<file path="src/rtl/fetch_pkg.sv">
// Shared types, constants and the PC legality helper for the instruction fetch unit.
package fetch_pkg;

    localparam int unsigned INSTR_W    = 32;
    localparam int unsigned WORD_BYTES = 4;
    localparam logic [INSTR_W-1:0] NOP_WORD = 32'h0000_0000;

    typedef enum logic [1:0] {
        BOOT,
        RUN,
        HOLD,
        FAULT
    } fetch_state_e;

    // A PC is legal when word-aligned and no higher than the last word address.
    function automatic logic pc_legal(input logic [31:0] pc, input logic [31:0] mem_bytes);
        return (pc[1:0] == 2'b00) && (pc <= (mem_bytes - 32'(WORD_BYTES)));
    endfunction

endpackage

</file>
<file path="src/rtl/if_id_reg.sv">
// IF/ID pipeline register: holds the fetched word, its address and the valid bit.
module if_id_reg #(
    parameter logic [31:0] FLUSH_WORD = fetch_pkg::NOP_WORD
) (
    input  logic        clk,
    input  logic        reset,
    input  logic        load,
    input  logic        flush,
    input  logic [31:0] instr_in,
    input  logic [31:0] pc_in,
    output logic        valid,
    output logic [31:0] instr,
    output logic [31:0] pc,
    output logic [31:0] pc_plus4
);
    import fetch_pkg::*;

    // Flush wins over load so a redirect always discards the wrong-path word.
    always_ff @(posedge clk) begin
        if (reset) begin
            valid    <= 1'b0;
            instr    <= FLUSH_WORD;
            pc       <= 32'h0;
            pc_plus4 <= 32'h0;
        end else if (flush) begin
            valid <= 1'b0;
            instr <= FLUSH_WORD;
        end else if (load) begin
            valid    <= 1'b1;
            instr    <= instr_in;
            pc       <= pc_in;
            pc_plus4 <= pc_in + 32'(WORD_BYTES);
        end
    end

endmodule

</file>
<file path="src/rtl/instr_fetch_unit.sv">
// Instruction fetch: owns the PC, sequences fetches into the IF/ID register,
// handles redirects and latches a sticky fault on illegal PC values.
module instr_fetch_unit #(
    parameter int unsigned MEM_BYTES = 64,
    parameter logic [31:0] RESET_PC  = 32'h0000_0000,
    parameter logic [31:0] NOP_WORD  = fetch_pkg::NOP_WORD
) (
    input  logic        clk,
    input  logic        reset,
    output logic [31:0] imem_pc,
    input  logic [31:0] imem_instr,
    input  logic        redirect_valid,
    input  logic [31:0] redirect_pc,
    output logic        id_valid,
    input  logic        id_ready,
    output logic [31:0] id_instr,
    output logic [31:0] id_pc,
    output logic [31:0] id_pc_plus4,
    output logic        fault,
    output logic [31:0] fault_pc
);
    import fetch_pkg::*;

    // state | meaning
    // BOOT  | one idle cycle after reset, checks RESET_PC
    // RUN   | fetching one word per accepted cycle
    // HOLD  | decode stalled, PC and IF/ID frozen
    // FAULT | illegal PC seen, sticky until reset

    localparam logic [31:0] MEM_BYTES_W = 32'(MEM_BYTES);

    fetch_state_e state_q, state_d;
    logic [31:0]  pc_q, pc_d, pc_seq;
    logic         fault_d;
    logic [31:0]  fault_pc_d;
    logic         adv, load, flush;

    assign imem_pc = pc_q;
    assign adv     = !id_valid || id_ready;
    assign pc_seq  = pc_q + 32'(WORD_BYTES);

    always_comb begin
        state_d    = state_q;
        pc_d       = pc_q;
        fault_d    = fault;
        fault_pc_d = fault_pc;
        load       = 1'b0;
        flush      = 1'b0;
        unique case (state_q)
            BOOT: begin
                if (pc_legal(RESET_PC, MEM_BYTES_W)) begin
                    state_d = RUN;
                end else begin
                    state_d    = FAULT;
                    fault_d    = 1'b1;
                    fault_pc_d = RESET_PC;
                end
            end
            RUN, HOLD: begin
                if (redirect_valid) begin
                    flush   = 1'b1;
                    state_d = RUN;
                    if (pc_legal(redirect_pc, MEM_BYTES_W)) begin
                        pc_d = redirect_pc;
                    end else begin
                        state_d    = FAULT;
                        fault_d    = 1'b1;
                        fault_pc_d = redirect_pc;
                    end
                end else if (adv) begin
                    // The current word is captured even when the next PC falls off the end.
                    load    = 1'b1;
                    state_d = RUN;
                    if (pc_legal(pc_seq, MEM_BYTES_W)) begin
                        pc_d = pc_seq;
                    end else begin
                        state_d    = FAULT;
                        fault_d    = 1'b1;
                        fault_pc_d = pc_seq;
                    end
                end else begin
                    state_d = HOLD;
                end
            end
            FAULT: begin
                flush = 1'b1;
            end
        endcase
    end

    always_ff @(posedge clk) begin
        if (reset) begin
            state_q  <= BOOT;
            pc_q     <= RESET_PC;
            fault    <= 1'b0;
            fault_pc <= 32'h0;
        end else begin
            state_q  <= state_d;
            pc_q     <= pc_d;
            fault    <= fault_d;
            fault_pc <= fault_pc_d;
        end
    end

    if_id_reg #(
        .FLUSH_WORD (NOP_WORD)
    ) u_if_id_reg (
        .clk      (clk),
        .reset    (reset),
        .load     (load),
        .flush    (flush),
        .instr_in (imem_instr),
        .pc_in    (pc_q),
        .valid    (id_valid),
        .instr    (id_instr),
        .pc       (id_pc),
        .pc_plus4 (id_pc_plus4)
    );

endmodule

</file>
<file path="config.mk">
export PLATFORM = sky130hd
export DESIGN_NAME = instr_fetch_unit
export DESIGN_NICKNAME = d
export VERILOG_FILES = /design/src/rtl/fetch_pkg.sv /design/src/rtl/if_id_reg.sv /design/src/rtl/instr_fetch_unit.sv
export SDC_FILE = /design/constraint.sdc
export NUM_CORES = 1
export LEC_CHECK = 0
export ABC_CLOCK_PERIOD_IN_PS = 2600
export CORE_MARGIN = 5
export CORE_UTILIZATION = 40
export DETAILED_ROUTE_END_ITERATION = 10
export PLACE_DENSITY = 0.77
export SLEW_MARGIN = 20
export SYNTH_ARGS = -nofsm -noshare
export SYNTH_HDL_FRONTEND = slang
export SYNTH_HIERARCHICAL = 1
export SYNTH_SLANG_ARGS = --single-unit
</file>
<file path="constraint.sdc">
create_clock -name clk -period 2.6 [get_ports clk]
set_input_delay 0.26 -clock clk [delete_from_list [all_inputs] [get_ports clk]]
set_output_delay 0.26 -clock clk [all_outputs]
set_load 0.1 [all_outputs]
</file>
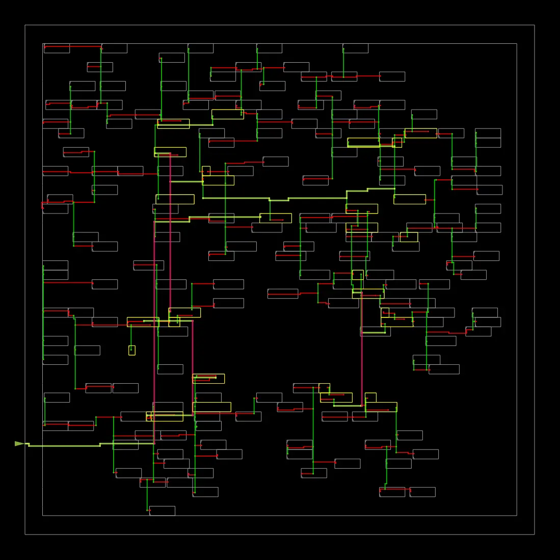
Figure 1: clock routing.
Insertion Delay late pin: 430 ps
flip-flops: 162
clock skew: 8.48 ps

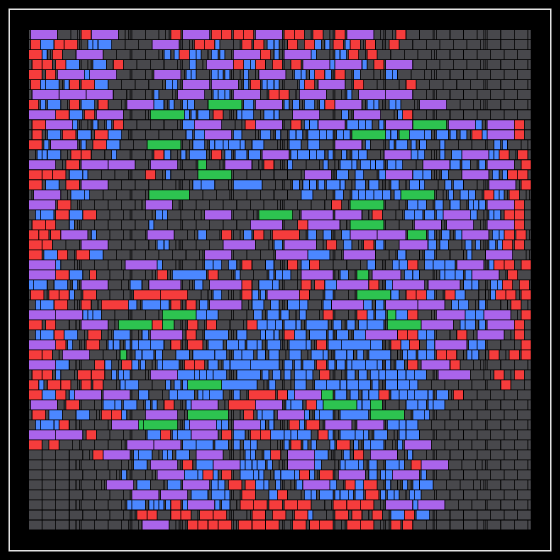
Figure 2: placement by cell class.
Fill, decap, tap and diode cells in grey.
blue -> remaining logic cells  # cells 653, share of their area 39%
red -> remaining buffers and delay cells  # cells 292, share of their area 23%
purple -> registers  # cells 162, share of their area 32%
green -> clock drivers and dummy loads  # cells 30, share of their area 5.6%

==> reports/results.md <==
| Result | This run |
| --- | --- |
| Detailed-route via count | 7401 |
| Die Span X | 147 microns |
| Sum of met2 wire segment lengths after detailed routing | 11400 microns |
| Remaining design rule violation count | 0 |
| Proportion of total power due to net switching | 34.1% |
| Area leader, netlist | sky130_fd_sc_hd__dfxtp_1 |
| Sum of overflow across all layers after global routing | 0 |
| Worst slack at placement | -53.9 ps |
| Largest fanout on the critical path | 7 |
| Largest net degree at the start of global routing | 55 |
| Cell area after synthesis | 7480 sq um |
| Net Count, Synth | 951 |
| Flop+latch power | 2.65 mW |
| Final critical-path required period | 2620 ps |
| Layout clock buffers | 20 |
| Most common logic cell in the routed design | sky130_fd_sc_hd__buf_4 |
| Count of final setup violators | 18 |
| Post-synthesis compound-gate area fraction | 13.4% |
| Startpoint of the lowest-slack register-to-register path | imem_pc[15] |
| Net Switching | 2.35 mW |
| Final setup margin | -22.4 ps |
| Proportion of power drawn by flip-flops and latches | 38.6% |
| Fill cell total of the finished layout | 1593 |
| Post-synth EDFFs | 0 |
| #FFs+latches synth | 162 |
| Total design power | 6.88 mW |
| Flip-flop and latch area | 3340 sq um |
| Comb area leader | simple AND/OR/NAND/NOR gates |
| Finished Layout Cells | 1371 |
| Via-per-instance ratio | 5.40 |
| Met1 GRT Util | 25.6% |
| Worst-case register-to-register setup slack | -20 ps |
| Total half-perimeter wirelength after legalization and detailed placement | 17500 microns |
| Final clock-cell share | 5.47% |
| Quantity of gates resized following cts | 8 |
| Initial DRC count | 497 |
| Metal3 WL | 1910 microns |
| Power of the combinational group | 1.70 mW |
| Post-route antenna net violation count | 0 |
| Number of antenna cells inserted | 0 |
| Failing checks | setup timing |
| Std cell rows | 50 |
| Number of sinks handled by clock tree synthesis | 162 |
| Hold/Removal Path Class | input pin to register |
| Fraction of the mapped netlist area in simple logic gates | 24.4% |
| Number of global-route vias before repair | 7162 |
| CP max-delay cell | sky130_fd_sc_hd__nor4_4 |
| Category of the most critical setup path | register to register |
| Outcome | complete, but fails checks |
| Worst Hold End | fault_pc[27] |
| Initial Util | 40.3% |
| Cell depth of the worst min-delay path | 2 |
| Y dimension of the die | 147 microns |
| Wire length of the first global-routing pass | 37200 microns |
| Transition at the pin with the smallest max-transition slack | 679 ps |
| Clk pin slew, worst setup/hold paths | 60 ps |
| Tapcells | 234 |
| Routability congestion estimate | 0.897 |
| Area growth, synth to finish | 43.8% |
| Delay-heaviest family, CP | simple AND/OR/NAND/NOR gates |
| Largest vdd supply drop | 0.495 mV |
| Area after DPL | 10100 sq um |
| Number of buffers inserted by post-CTS setup repair | 1 |
| Area fraction in full adders, half adders and majority gates | 1.00% |
| Cell variety after synth | 58 |
| Min Hold Slack | 206 ps |
| Count of buffers not belonging to the clock network in the layout | 292 |
| MaxCap Viol Count | 0 |
| TritonCTS clock tree | done |
| Startpoint of the worst hold path | reset |
| Largest power group | sequential cells |
| Share of total power in combinational logic | 24.7% |
| Req. time, crit path | 2950 ps |
| Critical Path Max Stage Delay | 460 ps |
| Share of the final layout cell area in multi-input gates | 37.7% |
| Hold bufs inserted after CTS | 0 |
Power figures rest on the tool's default switching activity, not on a simulated workload.
